### src/rtl/sdp_ram_burst_reader_if.sv
// Bus bundle for sdp_ram_burst_reader.
// Carries the three channels that surround the reader:
//   cmd_*              burst command (valid/ready), start address and word count
//   address_b, rden_b  RAM port-B read request; q_b read data one cycle later
//   out_*              word stream (valid/ready) with end-of-burst marker
//   busy               a burst is in progress
// Modport master is the reader side; modport slave is the surrounding system
// (command source, RAM and downstream consumer).
interface sdp_ram_burst_reader_if #(
    parameter int unsigned width_b   = 8,
    parameter int unsigned widthad_b = 8
);
    logic                 cmd_valid;
    logic                 cmd_ready;
    logic [widthad_b-1:0] cmd_addr;
    logic [widthad_b:0]   cmd_len;
    logic [widthad_b-1:0] address_b;
    logic                 rden_b;
    logic [width_b-1:0]   q_b;
    logic                 out_valid;
    logic                 out_ready;
    logic [width_b-1:0]   out_data;
    logic                 out_last;
    logic                 busy;

    modport master (
        input  cmd_valid, cmd_addr, cmd_len, q_b, out_ready,
        output cmd_ready, address_b, rden_b, out_valid, out_data, out_last, busy
    );

    modport slave (
        output cmd_valid, cmd_addr, cmd_len, q_b, out_ready,
        input  cmd_ready, address_b, rden_b, out_valid, out_data, out_last, busy
    );
endinterface

### src/rtl/sdp_ram_burst_reader.sv
// Burst read master for a simple dual-port RAM (port B side).
// Accepts {cmd_addr, cmd_len}, issues cmd_len reads with address wrap at
// numwords_b, and streams the returned words on a valid/ready interface with
// out_last on the final word. The RAM's 1-cycle read latency is absorbed by a
// 4-slot skid buffer (output register + 3-entry FIFO); a read is only issued
// when every outstanding word is guaranteed a slot.
// Ports:
//   clock0   rising-edge clock
//   aclr0_n  asynchronous active-low reset
//   bus      sdp_ram_burst_reader_if.master (command, RAM port B, stream, busy)
module sdp_ram_burst_reader #(
    parameter int unsigned width_b    = 8,
    parameter int unsigned widthad_b  = 8,
    parameter int unsigned numwords_b = 256
) (
    input logic                     clock0,
    input logic                     aclr0_n,
    sdp_ram_burst_reader_if.master  bus
);

    localparam logic [1:0] StIdle  = 2'd0;
    localparam logic [1:0] StIssue = 2'd1;
    localparam logic [1:0] StDrain = 2'd2;

    localparam logic [widthad_b-1:0] LastAddr = widthad_b'(numwords_b - 1);
    localparam logic [widthad_b:0]   LenOne   = (widthad_b + 1)'(1);

    function automatic logic [widthad_b-1:0] addr_inc(input logic [widthad_b-1:0] a);
        return (a == LastAddr) ? '0 : a + widthad_b'(1);
    endfunction

    // FIFO pointers run modulo 3.
    function automatic logic [1:0] ptr_inc(input logic [1:0] p);
        return (p == 2'd2) ? 2'd0 : p + 2'd1;
    endfunction

    logic [1:0]           state_q, state_d;
    logic [widthad_b-1:0] next_addr_q, next_addr_d;
    logic [widthad_b:0]   rem_q, rem_d;        // reads still to be issued
    logic                 rden_q, rden_d;
    logic [widthad_b-1:0] addr_q, addr_d;
    logic                 rd_last_q, rd_last_d;     // the read on the bus is the burst's last
    logic                 pend_q, pend_d;           // q_b carries a requested word this cycle
    logic                 pend_last_q, pend_last_d;

    logic [width_b-1:0]   fifo_data_q [3];
    logic [width_b-1:0]   fifo_data_d [3];
    logic [2:0]           fifo_last_q, fifo_last_d;
    logic [1:0]           wr_ptr_q, wr_ptr_d;
    logic [1:0]           rd_ptr_q, rd_ptr_d;
    logic [2:0]           fcnt_q, fcnt_d;

    logic                 out_valid_q, out_valid_d;
    logic [width_b-1:0]   out_data_q, out_data_d;
    logic                 out_last_q, out_last_d;
    logic                 busy_q, busy_d;
    logic                 cmd_ready_q, cmd_ready_d;

    logic                 pop, slot_free, fifo_push, fifo_pop, credit;
    logic [2:0]           occ_d;

    always_comb begin
        fifo_data_d = fifo_data_q;
        fifo_last_d = fifo_last_q;
        wr_ptr_d    = wr_ptr_q;
        rd_ptr_d    = rd_ptr_q;
        fcnt_d      = fcnt_q;
        out_valid_d = out_valid_q;
        out_data_d  = out_data_q;
        out_last_d  = out_last_q;

        pop       = out_valid_q & bus.out_ready;
        slot_free = ~out_valid_q | pop;
        fifo_pop  = slot_free & (fcnt_q != 3'd0);
        // Returning data bypasses the FIFO only when it is empty and the output slot frees.
        fifo_push = pend_q & ~(slot_free & (fcnt_q == 3'd0));

        if (slot_free) begin
            if (fcnt_q != 3'd0) begin
                out_valid_d = 1'b1;
                out_data_d  = fifo_data_q[rd_ptr_q];
                out_last_d  = fifo_last_q[rd_ptr_q];
            end else if (pend_q) begin
                out_valid_d = 1'b1;
                out_data_d  = bus.q_b;
                out_last_d  = pend_last_q;
            end else begin
                out_valid_d = 1'b0;
            end
        end

        if (fifo_push) begin
            fifo_data_d[wr_ptr_q] = bus.q_b;
            fifo_last_d[wr_ptr_q] = pend_last_q;
            wr_ptr_d              = ptr_inc(wr_ptr_q);
        end
        if (fifo_pop) begin
            rd_ptr_d = ptr_inc(rd_ptr_q);
        end
        case ({fifo_push, fifo_pop})
            2'b10:   fcnt_d = fcnt_q + 3'd1;
            2'b01:   fcnt_d = fcnt_q - 3'd1;
            default: fcnt_d = fcnt_q;
        endcase
    end

    // Credit: words held after this edge, plus the read now on the bus, plus
    // the one about to be issued must all fit in the 4 slots.
    assign occ_d  = fcnt_d + {2'b00, out_valid_d};
    assign credit = (occ_d + {2'b00, rden_q}) < 3'd4;

    always_comb begin
        state_d     = state_q;
        next_addr_d = next_addr_q;
        rem_d       = rem_q;
        addr_d      = addr_q;
        rden_d      = 1'b0;
        rd_last_d   = 1'b0;
        pend_d      = rden_q;
        pend_last_d = rd_last_q;
        busy_d      = busy_q;
        cmd_ready_d = cmd_ready_q;

        case (state_q)
            StIdle: begin
                if (bus.cmd_valid && cmd_ready_q && (bus.cmd_len != '0)) begin
                    // Skid buffer is empty in idle, so the first read needs no credit check.
                    rden_d      = 1'b1;
                    addr_d      = bus.cmd_addr;
                    next_addr_d = addr_inc(bus.cmd_addr);
                    rem_d       = bus.cmd_len - LenOne;
                    rd_last_d   = (bus.cmd_len == LenOne);
                    state_d     = StIssue;
                    busy_d      = 1'b1;
                    cmd_ready_d = 1'b0;
                end
            end
            StIssue: begin
                if (rem_q == '0) begin
                    state_d = StDrain;
                end else if (credit) begin
                    rden_d      = 1'b1;
                    addr_d      = next_addr_q;
                    next_addr_d = addr_inc(next_addr_q);
                    rem_d       = rem_q - LenOne;
                    rd_last_d   = (rem_q == LenOne);
                    if (rem_q == LenOne) begin
                        state_d = StDrain;
                    end
                end
            end
            StDrain: begin
                if (pop && out_last_q) begin
                    state_d     = StIdle;
                    busy_d      = 1'b0;
                    cmd_ready_d = 1'b1;
                end
            end
            default: begin
                state_d     = StIdle;
                busy_d      = 1'b0;
                cmd_ready_d = 1'b1;
            end
        endcase
    end

    always_ff @(posedge clock0 or negedge aclr0_n) begin
        if (!aclr0_n) begin
            state_q     <= StIdle;
            next_addr_q <= '0;
            rem_q       <= '0;
            rden_q      <= 1'b0;
            addr_q      <= '0;
            rd_last_q   <= 1'b0;
            pend_q      <= 1'b0;
            pend_last_q <= 1'b0;
            fifo_data_q <= '{default: '0};
            fifo_last_q <= '0;
            wr_ptr_q    <= '0;
            rd_ptr_q    <= '0;
            fcnt_q      <= '0;
            out_valid_q <= 1'b0;
            out_data_q  <= '0;
            out_last_q  <= 1'b0;
            busy_q      <= 1'b0;
            cmd_ready_q <= 1'b1;
        end else begin
            state_q     <= state_d;
            next_addr_q <= next_addr_d;
            rem_q       <= rem_d;
            rden_q      <= rden_d;
            addr_q      <= addr_d;
            rd_last_q   <= rd_last_d;
            pend_q      <= pend_d;
            pend_last_q <= pend_last_d;
            fifo_data_q <= fifo_data_d;
            fifo_last_q <= fifo_last_d;
            wr_ptr_q    <= wr_ptr_d;
            rd_ptr_q    <= rd_ptr_d;
            fcnt_q      <= fcnt_d;
            out_valid_q <= out_valid_d;
            out_data_q  <= out_data_d;
            out_last_q  <= out_last_d;
            busy_q      <= busy_d;
            cmd_ready_q <= cmd_ready_d;
        end
    end

    assign bus.cmd_ready = cmd_ready_q;
    assign bus.address_b = addr_q;
    assign bus.rden_b    = rden_q;
    assign bus.out_valid = out_valid_q;
    assign bus.out_data  = out_data_q;
    assign bus.out_last  = out_last_q;
    assign bus.busy      = busy_q;

endmodule
### src/flat_wrapper.sv
// flat-port wrapper written by rule: the top's interface ports become plain ports
module sdp_ram_burst_reader_flat 
#(
    parameter int unsigned width_b    = 8,
    parameter int unsigned widthad_b  = 8,
    parameter int unsigned numwords_b = 256
)
  (clock0, aclr0_n, bus_cmd_valid, bus_cmd_addr, bus_cmd_len, bus_q_b, bus_out_ready, bus_cmd_ready, bus_address_b, bus_rden_b, bus_out_valid, bus_out_data, bus_out_last, bus_busy);
  sdp_ram_burst_reader_if #(.width_b(width_b), .widthad_b(widthad_b)) bus_i ();
  input logic clock0;
  input logic aclr0_n;
  input wire logic [$bits(bus_i.cmd_valid)-1:0] bus_cmd_valid;
  input wire logic [$bits(bus_i.cmd_addr)-1:0] bus_cmd_addr;
  input wire logic [$bits(bus_i.cmd_len)-1:0] bus_cmd_len;
  input wire logic [$bits(bus_i.q_b)-1:0] bus_q_b;
  input wire logic [$bits(bus_i.out_ready)-1:0] bus_out_ready;
  output wire logic [$bits(bus_i.cmd_ready)-1:0] bus_cmd_ready;
  output wire logic [$bits(bus_i.address_b)-1:0] bus_address_b;
  output wire logic [$bits(bus_i.rden_b)-1:0] bus_rden_b;
  output wire logic [$bits(bus_i.out_valid)-1:0] bus_out_valid;
  output wire logic [$bits(bus_i.out_data)-1:0] bus_out_data;
  output wire logic [$bits(bus_i.out_last)-1:0] bus_out_last;
  output wire logic [$bits(bus_i.busy)-1:0] bus_busy;
  assign bus_i.cmd_valid = bus_cmd_valid;
  assign bus_i.cmd_addr = bus_cmd_addr;
  assign bus_i.cmd_len = bus_cmd_len;
  assign bus_i.q_b = bus_q_b;
  assign bus_i.out_ready = bus_out_ready;
  assign bus_cmd_ready = bus_i.cmd_ready;
  assign bus_address_b = bus_i.address_b;
  assign bus_rden_b = bus_i.rden_b;
  assign bus_out_valid = bus_i.out_valid;
  assign bus_out_data = bus_i.out_data;
  assign bus_out_last = bus_i.out_last;
  assign bus_busy = bus_i.busy;
  sdp_ram_burst_reader #(.width_b(width_b), .widthad_b(widthad_b), .numwords_b(numwords_b)) u_core (.clock0(clock0), .aclr0_n(aclr0_n), .bus(bus_i));
endmodule
### config.mk
export PLATFORM = sky130hd
export DESIGN_NAME = sdp_ram_burst_reader_flat
export DESIGN_NICKNAME = d
export VERILOG_FILES = /design/src/rtl/sdp_ram_burst_reader_if.sv /design/src/rtl/sdp_ram_burst_reader.sv /design/src/flat_wrapper.sv
export SDC_FILE = /design/constraint.sdc
export NUM_CORES = 1
export LEC_CHECK = 0
export CAP_MARGIN = 10
export CORE_MARGIN = 2
export CORE_UTILIZATION = 50
export DETAILED_ROUTE_END_ITERATION = 8
export PLACE_DENSITY = 0.8
export SETUP_SLACK_MARGIN = 0.4
export SLEW_MARGIN = 15
export SYNTH_ARGS = -nofsm -noshare
export SYNTH_HDL_FRONTEND = slang
export SYNTH_SLANG_ARGS = --single-unit
### constraint.sdc
create_clock -name clock0 -period 3.6 [get_ports clock0]
set_clock_uncertainty 0.05 [all_clocks]
set_input_delay 0.54 -clock clock0 [delete_from_list [all_inputs] [get_ports clock0]]
set_output_delay 0.54 -clock clock0 [all_outputs]
set_load 0.005 [all_outputs]
**Routed clock nets over the placement**

Scale bar: 20 µm.
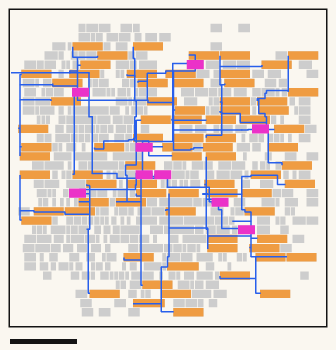
legend:
  blue:
    item: clock wires
    length: 984 µm
  magenta:
    item: clock drivers
    count: 9
  orange:
    item: flip-flops
    count: 77
routed clock nets: 10
flops lie: widely spread
clk pwr: 0.000685 W
Clock Latency Late Sink: 0.36 ns

**Cell sizes after repair**

Scale bar: 20 µm.
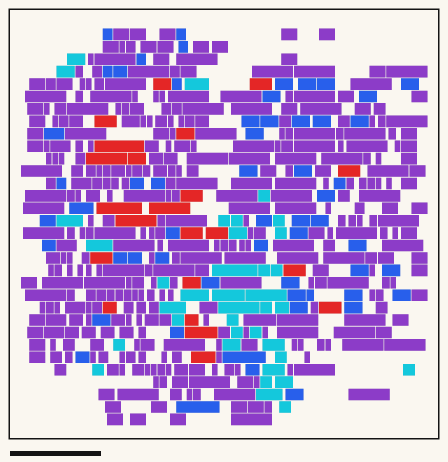
legend:
  purple:
    size: _0 and _1 cells
    cells: 369
    share: 76%
    most_used: dfrtp_1
  blue:
    size: _2 cells
    cells: 57
    share: 12%
    most_used: mux2_2
  cyan:
    size: _3 and _4 cells
    cells: 37
    share: 7.6%
    most_used: buf_4
  red:
    size: _6 and larger
    cells: 22
    share: 4.5%
    most_used: clkbuf_8
Final Instance Area: 0.005286 mm²
non-clock buffer count: 75
Layout area overhead: 31.25%

**Sequential cells colored by netlist name**

Scale bar: 20 µm.
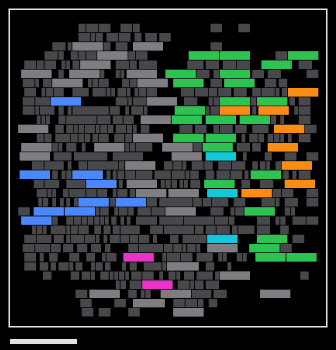
legend:
  orange:
    netlist_name: u_core.bus.out_data
    placed_flops: 8
    where: east
  cyan:
    netlist_name: u_core.fifo_last_q
    placed_flops: 3
  magenta:
    netlist_name: u_core.state_q
    placed_flops: 2
  green:
    netlist_name: u_core.fifo_data_q
    placed_flops: 24
  blue:
    netlist_name: u_core.rem_q
    placed_flops: 9
    where: west
not colored: 31

**Layout detail**

Region (55, 8) to (85, 38) µm. Cells in gray, sequential cells in the stronger gray; small squares are vias.
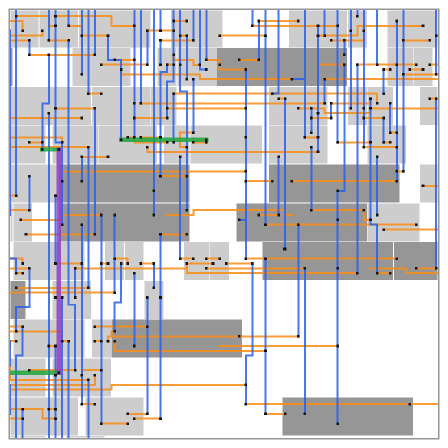
legend:
  orange:
    layer: metal 1
  purple:
    layer: metal 4
  green:
    layer: metal 3
  blue:
    layer: metal 2
netlist names of flops here include: u_core.fifo_data_q (4), u_core.rd_ptr_q (2)
sequential cells in the window: 8
most frequent: nand2_1 (8), mux2_2 (8), dfrtp_1 (8)
cells with their middle in the window: 48

==> results_slide.txt <==
Key Metrics from the Run

Setup path
  – CP max-delay cell: or3_4
  – Worst Path Arrival: 3.55 ns
  – Worst reg-to-reg path cell count: 13
  – Critical Path End Type: register
  – Setup Crit Path Kind: reg2reg
  – Largest delay share family, worst path: simple AND/OR/NAND/NOR gates
  – Worst path bufs/invs: 3
  – Required time of the worst setup path: 3.78 ns
  – Worst Path Max Fanout: 5
  – R2r setup slk: 0.22 ns
  – RR Startpoint: u_core.fcnt_q[0]
  – CP peak stage delay: 0.45 ns
  – Crit path cell chain: or3_4 -> o21ai_4 -> ha_4 -> inv_1 -> fa_1 -> xor2_1 -> nor3_1 -> nor2_1 -> a211o_4 -> buf_12 -> buf_4 -> o21ai_1 -> a22oi_1
  – Setup crit start kind: register
  – Worst flop-to-flop path endpoint: u_core.rem_q[2]

Drt
  – 1st-pass router iterations: 4
  – DR vias: 3505
  – Vias/cell: 5.971
  – Detailed-route wire length per cell: 18.14 µm
  – Starting DRT DRC Count: 164

Placement
  – Gpl congestion: 0.8289
  – DPL Wire Length: 5861 µm
  – I/O Buffers: 49
  – Placed Instances: 551

Logic synthesis
  – Mapped Area: 0.004028 mm²
  – Post-synthesis async set-or-reset flop share: 1.000
  – Synth flops: 77
  – YS warnings: 0
  – Dominant synthesized flop cell: dfrtp_1
  – Chip Area, Yosys: 0.004028 mm²
  – Number of enable flip-flop cells: 0
  – Synth Net Count: 450
  – Synth unique cells: 58
  – Syn Inst Count: 412

Timing
  – Setup violators final: 0
  – FMAX: 295.9 MHz
  – Final Critical Period: 3.379 ns
  – WHS: 0.2726 ns
  – Unrepaired setup endpoints after global routing: true
  – Final hold violations: 0
  – Max-slew violations: 0
  – Slew @ Worst Pin: 0.9449 ns
  – Fin crit share: 0.9387
  – Rel. slew slack: 0.3701

Clock tree
  – CTS Buffer Depth: 2
  – Number of CTS-inserted buffers: 9
  – CTS tree: done
  – H-tree Lvls: 3
  – Root Driver: clkbuf_8
  – Clock transition at the registers of the reported paths: 0.09 ns
  – CTS Hold Buffers Added: 0
  – CTS sink cnt: 77

Worst hold path
  – Worst hold path class: in2async

Floorplanning
  – Rows: 32
  – Die Size: 0.008789 mm²
  – Core footprint: 0.007767 mm²
  – Die Ht: 93.75 µm
  – DIE WIDTH: 93.75 µm
  – Starting density of the core: 0.5185

Final layout
  – Nets: 518
  – Top Layout Cells: dfrtp_1, nand2_1, clkdlybuf4s50_1
  – Layout cells sized above 1: 0.2392
  – Non-filler cells, final: 587
  – Fillcell total: 575
  – Diodes inserted: 0

Power
  – Total power: 0.002484 W
  – Peak supply drop: 292.1 µV
  – LEAKAGE: 2.362 nW
  – Pwr dens: 469.8 mW/mm²

Global routing
  – Initial antenna violation count: 0
  – First-pass GRT wire length: 15620 µm
  – All-Layer GR Usage: 0.2265
  – Overflow after GRT: 0
  – Pin count of the biggest net entering global routing: 78

Outcome
  – Status: complete, no violations

Job
  – Count of tool warnings: 30
worst max-delay path by stage:
stage,from,to,slack [ns],depth (start not counted)
6_report,u_core.fcnt_q[0],u_core.rem_q[2],0.22,13
5_1_grt,u_core.fcnt_q[0],u_core.rem_q[2],0.15,13
4_1_cts,u_core.fcnt_q[2],u_core.next_addr_q[5],0.37,11
3_5_place_dp,bus_out_ready,u_core.bus.address_b[5],-0.03,15
3_3_place_gp,bus_out_ready,u_core.bus.address_b[2],0.05,15
2_1_floorplan,u_core.fcnt_q[1],u_core.next_addr_q[7],0.42,12
routing by layer:
metal	global-route usage	wire length [µm]
met1	0.2593	4092
met2	0.4060	5657
met3	0.04896	513
met4	0.09662	384
met5	0	0
cells in the mapped netlist (4+ instances only):
master,instances,area share
dfrtp_1,76,0.47
nand2_1,73,0.068
o21ai_0,31,0.039
mux2_2,28,0.078
nor2_1,25,0.023
a21oi_1,18,0.022
clkbuf_1,14,0.013
inv_1,11,0.010
a31oi_1,10,0.016
o211ai_1,10,0.019
mux2i_1,9,0.022
nand3_1,9,0.011
xor2_1,9,0.020
ha_1,8,0.025
o22ai_1,5,0.0078
xnor2_1,5,0.011
nand2b_1,4,0.0062
nor2b_1,4,0.0062
nor3_1,4,0.0050
sequential cells by signal, indices dropped and copies added (netlist names):
| register | flops |
|---|---|
| u_core.fifo_last_q | 3 |
| u_core.bus.rden_b | 1 |
| u_core.fcnt_q | 3 |
| u_core.bus.busy | 1 |
| u_core.pend_last_q | 1 |
| u_core.next_addr_q | 8 |
| u_core.fifo_data_q | 24 |
| u_core.bus.out_last | 1 |
| u_core.wr_ptr_q | 2 |
| u_core.bus.address_b | 8 |
| u_core.pend_q | 1 |
| u_core.rem_q | 9 |
| u_core.state_q | 2 |
| u_core.bus.out_data | 8 |
| u_core.rd_ptr_q | 2 |
| u_core.bus.out_valid | 1 |
| u_core.pend_last_d | 1 |
| u_core.bus.cmd_ready | 1 |
per-stage QoR:
stage,instance area [µm²],setup slack (ns),TNS (ns)
floorplan,4060,0.4166,0
global placement,4639,0.04735,0
detailed placement,4639,-0.02691,-0.09195
CTS,5020,0.3675,0
global route,5286,0.1482,0
finish,5286,0.2207,0
cell type report:
class	instances	area, µm²	share of cell area
Inverter	11	41.29	0.007811
Timing Repair Buffer	75	787.0	0.1489
Tap cell	102	127.6	0.02414
Multi-Input combinational cell	306	2197	0.4156
Sequential cell	77	1929	0.3650
Clock inverter	7	80.08	0.01515
Clock buffer	9	123.9	0.02343
cell families after synthesis:
family | synth area share
and+or+nand+nor | 0.1662
DFF | 0.4787
adders and majority gates | 0.02982
AOI/OAI and AO/OA | 0.1578
xor gates and xnor gates | 0.03044
buffers and inverters | 0.03262
muxes | 0.1044
power by group:
| group | switching, W | internal [W] | leakage (nW) |
|---|---|---|---|
| Sequential | 0.0000946 | 0.000942 | 1.04 |
| Clock | 0.000355 | 0.000330 | 0.102 |
| Combinational | 0.000390 | 0.000372 | 1.22 |
what timing repair did:
action | CTS | global route
setup buffers | 11 | 3
endpoints found under the setup margin | 24 | 25
gates resized | 15 | 38
cloned | 2 | 4
pin swaps | 7 | 14
No activity file was given, so power comes from the tool's default toggle rates.
